zoom.png
Region (0, 50) to (50, 100) um. Cells in grey, sequential cells in the stronger grey; small squares are vias.
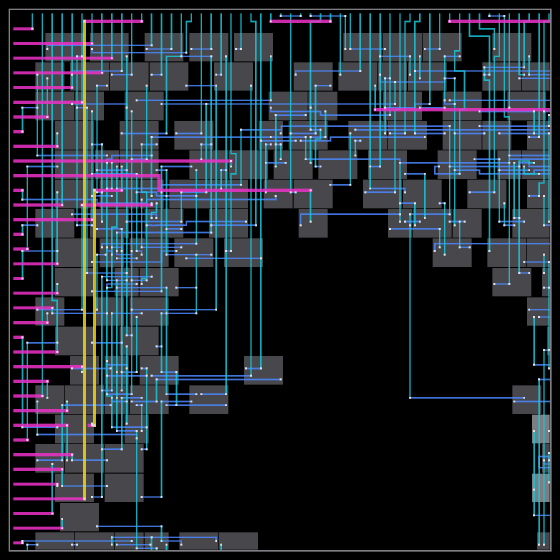
registers.png
Other sequential cells in the stronger grey, the rest of the logic in the fainter grey.
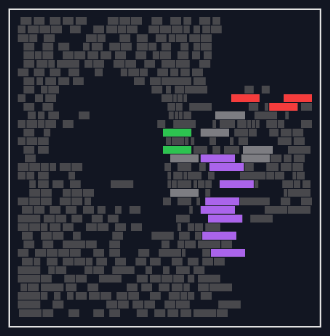
pdn.png
Pins as bars on the die edge.
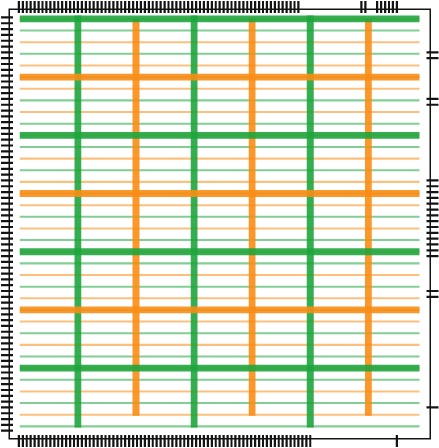
gate_families.png
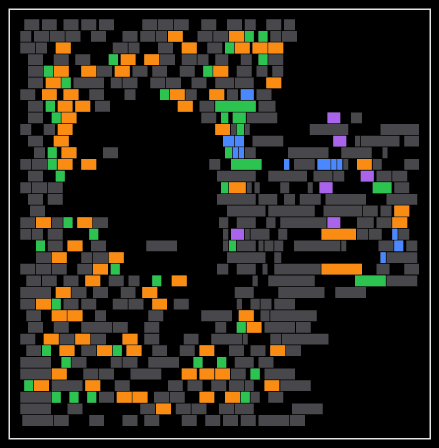
===== src/rtl/blastn_pkg.sv =====
// Shared Blastn accelerator constants: memory word width and requester ID sizing.
// Pure declarations, no logic.
package blastn_pkg;

   localparam int MEM_W = 32;

   function automatic int sr_id_w(input int nreq);
      return $clog2(nreq);
   endfunction

endpackage


===== src/rtl/seq_read_tag_fifo.sv =====
// In-order requester-ID FIFO; head is combinational from storage, flags and count are registered.
// Pushes while full and pops while empty are ignored, so callers may gate loosely.
module seq_read_tag_fifo #(
   parameter int DEPTH = 4,
   parameter int W     = 2
) (
   input  logic                       clk,
   input  logic                       rst_n,
   input  logic                       push,
   input  logic [W-1:0]               din,
   input  logic                       pop,
   output logic [W-1:0]               head,
   output logic                       full,
   output logic                       empty,
   output logic [$clog2(DEPTH):0]     count
);

   localparam int AW = $clog2(DEPTH);
   localparam logic [AW:0] FULL_CNT = (AW+1)'(DEPTH);

   logic [W-1:0]  store [DEPTH];
   logic [AW-1:0] wr_ptr;
   logic [AW-1:0] rd_ptr;
   logic [AW:0]   count_nxt;
   logic          push_ok;
   logic          pop_ok;

   assign push_ok = push & ~full;
   assign pop_ok  = pop & ~empty;
   assign head    = store[rd_ptr];

   always_comb begin
      count_nxt = count;
      case ({push_ok, pop_ok})
         2'b10:   count_nxt = count + 1'b1;
         2'b01:   count_nxt = count - 1'b1;
         default: count_nxt = count;
      endcase
   end

   always_ff @(posedge clk or negedge rst_n) begin
      if (!rst_n) begin
         wr_ptr <= '0;
         rd_ptr <= '0;
         count  <= '0;
         full   <= 1'b0;
         empty  <= 1'b1;
      end else begin
         if (push_ok) wr_ptr <= wr_ptr + 1'b1;
         if (pop_ok)  rd_ptr <= rd_ptr + 1'b1;
         count <= count_nxt;
         full  <= (count_nxt == FULL_CNT);
         empty <= (count_nxt == '0);
      end
   end

   // Payload needs no reset: it is only read while the FIFO is non-empty.
   always_ff @(posedge clk) begin
      if (push_ok) store[wr_ptr] <= din;
   end

endmodule


===== src/rtl/seq_read_mem_arb.sv =====
// Round-robin share of one memory port among NREQ sequence read units, zero-latency both ways.
// Issue stalls while the tag FIFO is full; each response is held until its owning unit is ready.
module seq_read_mem_arb
   import blastn_pkg::*;
#(
   parameter int NREQ  = 4,
   parameter int DEPTH = 4
) (
   input  logic                     clk,
   input  logic                     reset,
   input  logic [NREQ*MEM_W-1:0]    sr_req_msg,
   input  logic [NREQ-1:0]          sr_req_val,
   output logic [NREQ-1:0]          sr_req_rdy,
   output logic [MEM_W-1:0]         sr_resp_msg,
   output logic [NREQ-1:0]          sr_resp_val,
   input  logic [NREQ-1:0]          sr_resp_rdy,
   output logic [MEM_W-1:0]         mem_req_msg,
   output logic                     mem_req_val,
   input  logic                     mem_req_rdy,
   input  logic [MEM_W-1:0]         mem_resp_msg,
   input  logic                     mem_resp_val,
   output logic                     mem_resp_rdy,
   output logic [$clog2(DEPTH):0]   outstanding
);

   localparam int SR_ID_W = sr_id_w(NREQ);

   logic [SR_ID_W-1:0] prio_ptr;
   logic [SR_ID_W-1:0] gnt_id;
   logic               gnt_any;
   logic               issue_en;
   logic               req_hs;
   logic               resp_hs;
   logic [SR_ID_W-1:0] head;
   logic               full;
   logic               empty;

   // Walk from the farthest candidate back to prio_ptr so the nearest valid unit wins.
   always_comb begin
      gnt_id  = '0;
      gnt_any = 1'b0;
      for (int k = NREQ-1; k >= 0; k--) begin
         if (sr_req_val[(int'(prio_ptr) + k) % NREQ]) begin
            gnt_any = 1'b1;
            gnt_id  = SR_ID_W'((int'(prio_ptr) + k) % NREQ);
         end
      end
   end

   assign issue_en    = gnt_any & ~full;
   assign req_hs      = issue_en & mem_req_rdy;
   assign mem_req_val = issue_en;
   assign mem_req_msg = gnt_any ? sr_req_msg[int'(gnt_id)*MEM_W +: MEM_W] : '0;

   always_comb begin
      sr_req_rdy = '0;
      if (req_hs) sr_req_rdy = NREQ'(1) << gnt_id;
   end

   always_ff @(posedge clk or negedge reset) begin
      if (!reset) begin
         prio_ptr <= '0;
      end else if (req_hs) begin
         prio_ptr <= SR_ID_W'((int'(gnt_id) + 1) % NREQ);
      end
   end

   // Responses are steered by the oldest outstanding tag; memory must return in order.
   always_comb begin
      sr_resp_val  = '0;
      mem_resp_rdy = 1'b0;
      if (!empty) begin
         if (mem_resp_val) sr_resp_val = NREQ'(1) << head;
         mem_resp_rdy = sr_resp_rdy[head];
      end
   end

   assign sr_resp_msg = mem_resp_msg;
   assign resp_hs     = mem_resp_val & mem_resp_rdy;

   seq_read_tag_fifo #(
      .DEPTH (DEPTH),
      .W     (SR_ID_W)
   ) u_tag_fifo (
      .clk   (clk),
      .rst_n (reset),
      .push  (req_hs),
      .din   (gnt_id),
      .pop   (resp_hs),
      .head  (head),
      .full  (full),
      .empty (empty),
      .count (outstanding)
   );

endmodule


===== config.mk =====
export PLATFORM = sky130hd
export DESIGN_NAME = seq_read_mem_arb
export DESIGN_NICKNAME = d
export VERILOG_FILES = /design/src/rtl/blastn_pkg.sv /design/src/rtl/seq_read_tag_fifo.sv /design/src/rtl/seq_read_mem_arb.sv
export SDC_FILE = /design/constraint.sdc
export NUM_CORES = 1
export LEC_CHECK = 0
export CAP_MARGIN = 40
export CORE_AREA = 2 2 96 98
export DETAILED_ROUTE_END_ITERATION = 7
export DIE_AREA = 0 0 98 100
export PLACE_DENSITY = 0.81
export RECOVER_POWER = 50
export SYNTH_ARGS = -nofsm -noshare
export SYNTH_HDL_FRONTEND = slang
export SYNTH_SLANG_ARGS = --single-unit

===== constraint.sdc =====
create_clock -name clk -period 3.1 [get_ports clk]
set_input_delay 0.62 -clock clk [delete_from_list [all_inputs] [get_ports clk]]
set_output_delay 0.62 -clock clk [all_outputs]
set_load 0.05 [all_outputs]

==> notes.md <==
fresh numbers from the pnr run: Sequential cell area=518 um2, number of instances resized during post-cts repair=5, share of synthesized registers carrying an async set or reset=0.579, synthesized chip area reported by yosys=0.00224 mm2, most used standard cells in the synthesized netlist=68 x sky130_fd_sc_hd__mux2i_1, 32 x sky130_fd_sc_hd__buf_4, 32 x sky130_fd_sc_hd__o22ai_1, 10 x sky130_fd_sc_hd__dfrtp_1, largest register by flop count=u_tag_fifo.store, logic gate share of total power=0.845, flip-flop count of the largest register after layout=8, summed area of non-filler cells in the final layout=0.00440 mm2, flop-to-flop setup slack=0.13 ns, final worst path period need=3.03 ns, clock slew at the register clock pins of the worst setup and hold paths=0.07 ns, number of placed I/O pins=249, crit-path max FO=14, final cycle utilization of the critical path=0.976, status=complete, no violations, M1 GR Usage=0.178, Cell Count Post-Placement=508, Placement Rows=35, Worst Path Arrival=2.41 ns, sequential cell fraction of total power=0.112, Hold Crit Class=flip-flop to flip-flop, remaining design rule violation count=0, final design utilization=0.495, routed via count divided by cell count=4.73, part of the power in the clock network=0.043, final-report max-slew violation count=0, cts bufs inserted=3, Layout Nets=586, Clock H-tree levels=1, cell family with most CP delay=buffers and inverters, RSZ-0062 raised after global routing=yes, pin count of the biggest net entering global routing=33, Top Consumer=combinational logic, total global routing track utilization=0.167, mean post-synth cell area=9.41 um2, highest routed layer=met4, PortBufs=184, floorplan core area=0.00889 mm2, wire length of the first global-routing pass=13100 um, Post-CTS Hold Buffers=0, clock tree cell share of total cell area=0.0105, largest family of logic cells by area=multiplexers, drt initial violations=32, setup slack at placement=-0.0434 ns, Worst R2R End=u_tag_fifo.full, AND-OR/OR-AND share of the synthesized area=0.119, sequential cell area share=0.118, timing-limited maximum frequency=331 MHz, number of standard cells reported by yosys=238, final setup TNS=0 ns, total vias in the final route=2432, cell type with the highest aggregate area in the netlist=sky130_fd_sc_hd__mux2i_1, die span in x=98 um, worst setup path endpoint=mem_req_msg[26], count of sequential standard cells=19, most used cells in the layout excluding fill and tap cells=138 x sky130_fd_sc_hd__clkdlybuf4s50_1, 68 x sky130_fd_sc_hd__mux2i_1, 38 x sky130_fd_sc_hd__buf_4, post-synth net total=420, fraction of final layout cells sized beyond drive strength 1=0.206, xor/xnor cell area share of the yosys netlist=0.0235, root buf cell=sky130_fd_sc_hd__clkbuf_8, number of synthesized flops with an enable pin=8, proportion of cell area occupied by multi-input gates=0.326, crit-path cells=clkdlybuf4s50_1, a21oi_1, or3_1, buf_4, o22ai_1, buf_12, remaining global-route overflow=0, Yosys top cell area share=0.304, category of the worst setup path launch point=input port
Notes on zoom.png above:
magenta -> met3
cyan -> met2
blue -> met1
yellow -> met4
sequential cells in the window = 0
cells with their middle in the window = 109
most frequent = clkdlybuf4s50_1 (54), mux2i_1 (26), buf_4 (15)

Notes on registers.png above:
purple -> u_tag_fifo.store  # flops 8
green -> prio_ptr  # flops 2
red -> u_tag_fifo.count  # flops 3
not coloured = 6

Notes on pdn.png above:
green -> VSS
orange -> VDD
signal pins = 249
met1 rails = 36
met4 straps = 6

Notes on gate_families.png above:
blue -> NOR gates  # cells 12, most used nor2_1
green -> inverting AOI/OAI gates  # cells 42, most used o22ai_1
orange -> multiplexers  # cells 71, most used mux2i_1
purple -> XOR/XNOR gates  # cells 6, where middle right

Power figures rest on the tool's default switching activity, not on a simulated workload.
